Figure 1. Register map, names as in the netlist (run 1).
Bar = 50 um. Other sequential cells in the stronger grey, the rest of the logic in the fainter grey.
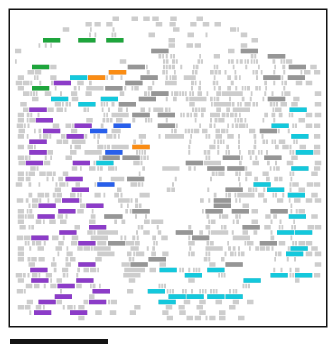
Figure 2. Routing congestion map (run 1).
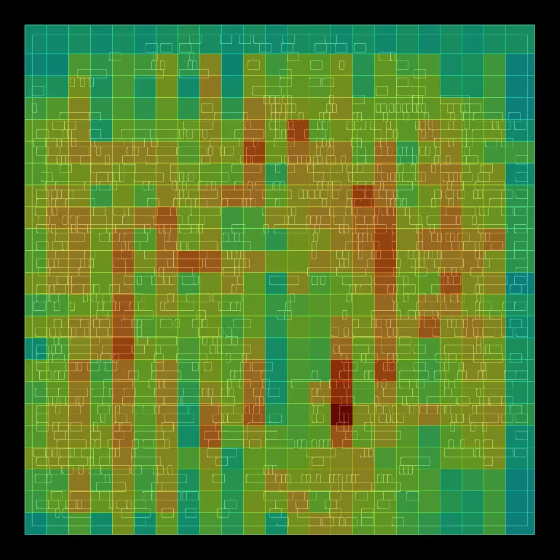
Figure 3. Gate-type map (run 1).
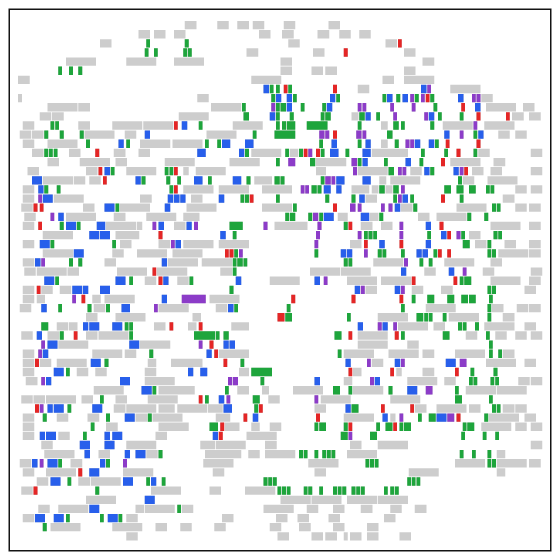
Design load_store_unit_flat, sky130hd; sources not shown.
==> impl_metrics.csv, run 1 <==
group,metric,value,unit
yosys,ys.flop_type,"dfrtp_1",
critical_path,worstPathMaxFanout,48,
layout,drive_gt1_share,10.2,%
sta,max_freq,386,MHz
layout,layout.nonclk_buf_share,25.6,%
sta,report.final.setup_viol,0,
layout,seq_cells,116,
pwr,p_clk,1.57,mW
floorplan,die_w,161,um
sta,slew_viol_final,0,
pwr,p_per_area,815,mW/mm2
layout,layoutNonFillerInstCount,1329,
sta,skew,0.00561,ns
critical_path,reg2regPathDepth,10,
global_route,antenna_found_initial,0,
sta,hold_ws,0.242,ns
pwr,p_leak,4.26,nW
yosys,synthTopCellsByArea,"dfrtp_1 47%, nand2_1 15%, a21oi_1 4.4%",
pwr,pg_comb,3.91,mW
clocking,cts_root_buffer,"clkbuf_16",
min_path,hold_class,"primary input to asynchronous set/reset pin",
yosys,syn_avg_cell_area,7.88,um2
yosys,edf_count,0,
floorplan,coreArea,0.0242,mm2
floorplan,die_h,161,um
layout,lay_top_cells,"254 x nand2_1, 221 x clkdlybuf4s50_1, 115 x dfrtp_1",
sta,maxSlewHeadroom,53.1,%
placement,gp_congestion,0.781,
clocking,numClockSinks,116,
floorplan,fp-row-count,57,
detailed_routing,wire_per_inst,17.4,um
critical_path,rrSetupSlack,1.51,ns
sta,tightest_slew,0.703,ns
detailed_routing,wl,23.2,mm
detailed_routing,vias,5891,
placement,placed_area,0.00859,mm2
clocking,cts_resized,0,
clocking,numCtsBuffers,17,
pwr,comb_power_share,51.9,%
global_route,met2_usage,28.4,%
status,status,"finished, final reports clean",
critical_path,arrival,2.94,ns
layout,logic_gate_count,549,
sta,finalSetupTns,0,ns
critical_path,path_class,"flip-flop to flip-flop",
global_route,grt_pass1_vias,5889,
yosys,ys.flops,116,
clocking,cts_tree,"done",
layout,layout.area.top_class,"registers",
clocking,cts_max_path_buffers,2,
clocking,htreeDepth,4,
floorplan,dieArea,0.0259,mm2
yosys,top_cell,"nand2_1",
placement,hpwl,17.3,mm
critical_path,worst_setup_path_start_kind,"flip-flop",
layout,fin_area,0.00925,mm2
yosys,top_cells_by_count,"254 x nand2_1, 115 x dfrtp_1, 71 x nor2_1",
yosys,synthArstFlopShare,100,%
critical_path,worst_setup_path_end_kind,"flip-flop",
detailed_routing,via_per_inst,4.43,
run,maxCapViolCount,0,
layout,buffers,234,
yosys,top_area_cell,"dfrtp_1",
yosys,yosysUniqueCellTypes,38,
sta,min_period,2.59,ns
sta,finalHoldViolCount,0,
yosys,ys_seq_share,47.2,%
clocking,holdBufCountCts,0,
placement,pre_cts_ws,1.17,ns
clocking,post_cts_buffers,0,
global_route,use_met3,6.97,%
detailed_routing,drt_pass1_iterations,4,
yosys,yosysChipArea,0.00615,mm2
pwr,seqPwrFrac,27.4,%
detailed_routing,drc_errors,0,
sta,setup_ws,1.51,ns
detailed_routing,dr.first_iter.drc_count,378,
layout,layout.nets,1108,
layout,clk_share,6.60,%
critical_path,cp.required,4.45,ns
layout,nClkBuffers,19,
floorplan,ios,225,
global_route,grt_start_max_net_pins,52,
pwr,vdd_drop_max,0.286,mV
yosys,synth_area,0.00615,mm2
clocking,clock_latency,0.42,ns
pwr,top_power_group,"combinational logic",
placement,dp_cells,1294,
layout,non_clock_inverter_count,74,
global_route,grt_overflow,0,
floorplan,taps,324,
layout,diodes,0,
layout,area_growth,50.3,%
sta,finalClockPeriodUsage,63.1,%
layout,n_fill_cell,2584,
Back to the opening pictures, Figure 1:
| colour | name in the netlist | flops |
|---|---|---|
| purple | u_core.lsu.bus_wdata | 32 |
| cyan | u_core.lsu.bus_addr | 30 |
| orange | u_core.funct3_q | 3 |
| blue | u_core.lsu.bus_be | 4 |
| green | u_core.lsu.rsp_rd | 5 |
Flop area: 0.00290 mm2
final core utilization: 38.2%
Power Sequential: 2.06 mW
sequential share of cell area: 31.4%

Back to the opening pictures, Figure 2:
grt peak-use layer: met2
GRT Total Usage: 18.1%

Back to the opening pictures, Figure 3:
| colour | family | cells | most used |
|---|---|---|---|
| green | nand cells | 301 | nand2_1 |
| purple | nor cells | 83 | nor2_1 |
| red | inv cells | 74 | inv_1 |
| blue | aoi and oai cells | 149 | a21oi_1 |
most numerous logic cell after layout: nand2_1
fraction of area in multi-input gates: 29.0%

==> run 1: layer usage <==
metal	vias up	part of all wire, %
li1	2944	-
met5	-	0
met3	13	9.2
met1	2717	45
met4	0	0.84
met2	217	45
==> run 1: kinds of logic (layout without fill, tap and decap cells) <==
kind of cell    count (synthesis)  in the layout  synth area share, %
simple gates                  392            392                 27.3
compound gates                151            151                 15.4
buf+inv                       117            340                 9.21
flops                         116            116                 47.2
fa+ha+maj                       4              4                0.813
other cells                     1              2               0.0609
==> run 1: critical path, cell delays in order (launching register included) <==
cell and delay, ns:
dfrtp_1 0.41, inv_1 0.10, ha_1 0.28, inv_2 0.40, or2_1 0.23, nand3_4 0.23
inv_4 0.48, nand2_4 0.14, inv_2 0.09, nand2_1 0.07, nand3_1 0.09
--- run 2 (diff from run 1) ---
Settings changed: PLACE_DENSITY 0.47 to 0.49.
Clock period 4.1 ns to 2.2 ns, I/O delays scaled along.
Figure 4. Gate-type map (run 2).
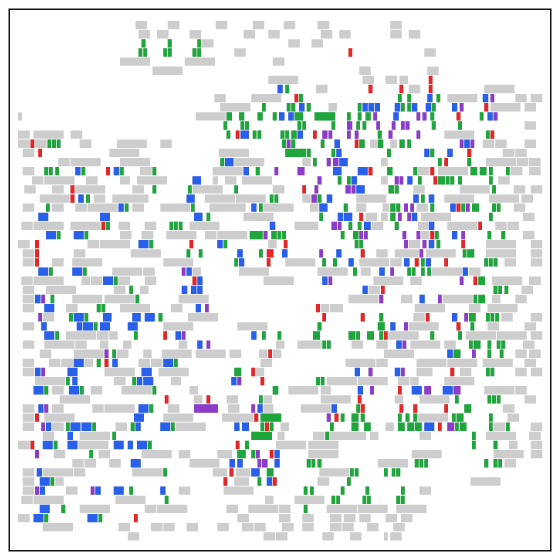
| colour | family | cells | most used |
|---|---|---|---|
| red | inv cells | 74 | inv_1 |
| purple | nor cells | 83 | nor2_1 |
| blue | aoi and oai cells | 149 | a21oi_1 |
| green | nand cells | 301 | nand2_1 |
Non-Filler Instances: 1348
fraction of area in multi-input gates: 28.6%

==> run 2 against run 1 <==
Net effect:
- final cell count rose by 1.4%
- die area did not move
- clock power rose by 89%
- critical path type unchanged
- via count rose by 2.1%
- register-to-register slack got worse by 1.3 ns
- global-route usage rose by 0.33 points
- largest power group unchanged
==> impl_metrics.csv, run 2 <==
group,metric,value,unit
yosys,yosysChipArea,0.00615,mm2
critical_path,crit_buf_inv,5,
yosys,ys.flop_type,"dfrtp_1",
critical_path,critPathSlowestCell,"dfrtp_1",
detailed_routing,via_per_inst,4.46,
global_route,grtUsageTotal,18.5,%
critical_path,critPathTopFamily,"buffers and inverters",
critical_path,rrSetupSlack,0.22,ns
sta,setup_ws,0.219,ns
sta,max_freq,505,MHz
layout,drive_gt1_share,11.8,%
detailed_routing,wl_met3,1.95,mm
pwr,vdd_drop_max,0.587,mV
status,status,"finished, final reports clean",
critical_path,cp_num_cells,10,
pwr,p_leak,4.34,nW
yosys,ys_seq_share,47.2,%
yosys,synth_area,0.00615,mm2
sta,slew_viol_final,0,
layout,nClkBuffers,18,
sta,tightest_slew,0.751,ns
floorplan,die_h,161,um
yosys,top_cell,"nand2_1",
layout,layout.nets,1127,
detailed_routing,wl_met1,10.5,mm
clocking,htreeDepth,4,
floorplan,taps,324,
detailed_routing,wire_per_inst,17.5,um
placement,hpwl,17.9,mm
clocking,holdBufCountCts,1,
clocking,post_cts_buffers,0,
layout,logic_gate_count,549,
yosys,edf_count,0,
yosys,yosysUniqueCellTypes,38,
clocking,cts_root_buffer,"clkbuf_16",
floorplan,dieArea,0.0259,mm2
critical_path,arrival,2.32,ns
floorplan,die_w,161,um
global_route,use_met3,6.33,%
yosys,ys.flops,116,
layout,fin_area,0.00939,mm2
placement,pre_cts_ws,-0.0968,ns
yosys,top_cells_by_count,"254 x nand2_1, 115 x dfrtp_1, 71 x nor2_1",
layout,non_clock_inverter_count,74,
placement,placed_area,0.00876,mm2
critical_path,worstPathMaxFanout,26,
global_route,met2_usage,30.2,%
layout,n_fill_cell,2572,
global_route,grt_pass1_vias,6163,
layout,buffers,253,
clocking,numClockSinks,116,
layout,lay_top_count,"nand2_1",
global_route,busiest_layer,"met2",
detailed_routing,wl_met2,10.8,mm
detailed_routing,drt_pass1_iterations,5,
yosys,synthArstFlopShare,100,%
critical_path,reg2regPathDepth,10,
yosys,top_area_cell,"dfrtp_1",
critical_path,worst_setup_path_start_kind,"flip-flop",
layout,clk_share,6.57,%
min_path,hold_class,"primary input to flip-flop",
sta,min_period,1.98,ns
layout,layout.area.top_class,"registers",
yosys,syn_avg_cell_area,7.88,um2
placement,dp_cells,1315,
floorplan,ios,225,
clocking,cts_resized,0,
global_route,grt_overflow,0,
detailed_routing,drc_errors,0,
layout,diodes,0,
critical_path,path_class,"flip-flop to flip-flop",
detailed_routing,vias,6012,
critical_path,worstPathCellList,"inv_1, ha_1, inv_2, nor2_1, nand3_4, buf_4, inv_2, buf_4, nor2_1, a21oi_1",
sta,hold_ws,0.444,ns
global_route,antenna_found_initial,0,
critical_path,cp_slowest_stage_delay,0.41,ns
clocking,clock_latency,0.43,ns
Figure 5. Register map, names as in the netlist (run 2).
Bar = 50 um. Other sequential cells in the stronger grey, the rest of the logic in the fainter grey.
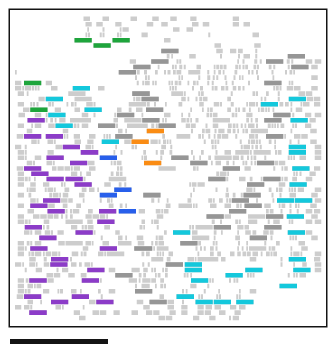
| colour | name in the netlist | flops |
|---|---|---|
| blue | u_core.lsu.bus_be | 4 |
| purple | u_core.lsu.bus_wdata | 32 |
| green | u_core.lsu.rsp_rd | 5 |
| orange | u_core.funct3_q | 3 |
| cyan | u_core.lsu.bus_addr | 30 |
Power Sequential: 3.87 mW
sequential share of cell area: 30.9%
final core utilization: 38.7%

run 2: cell count changes in the layout (fill, tap and decap cells not counted), moves of 2 or more:
cell,change
clkinv_2,-3
buf_12,+2
buf_8,-3
inv_6,+2
buf_4,+19
clkinv_4,+2
run 2: kinds of logic after synthesis:
family	Yosys count	synth area share (%)
AND/OR/NAND/NOR	392	27.3
flip-flops	116	47.2
AND-OR/OR-AND	151	15.4
buffers and inverters	117	9.21
other	1	0.0609
adder cells (fa/ha/maj)	4	0.813
run 2: where the power goes:
| group | switching, mW | leakage, nW | internal [mW] |
|---|---|---|---|
| logic | 4.20 | 2.60 | 3.21 |
| registers | 0.703 | 1.45 | 3.17 |
| clock network | 1.14 | 0.289 | 1.82 |
| total | 6.04 | 4.34 | 8.20 |
Power figures rest on the tool's default switching activity, not on a simulated workload.
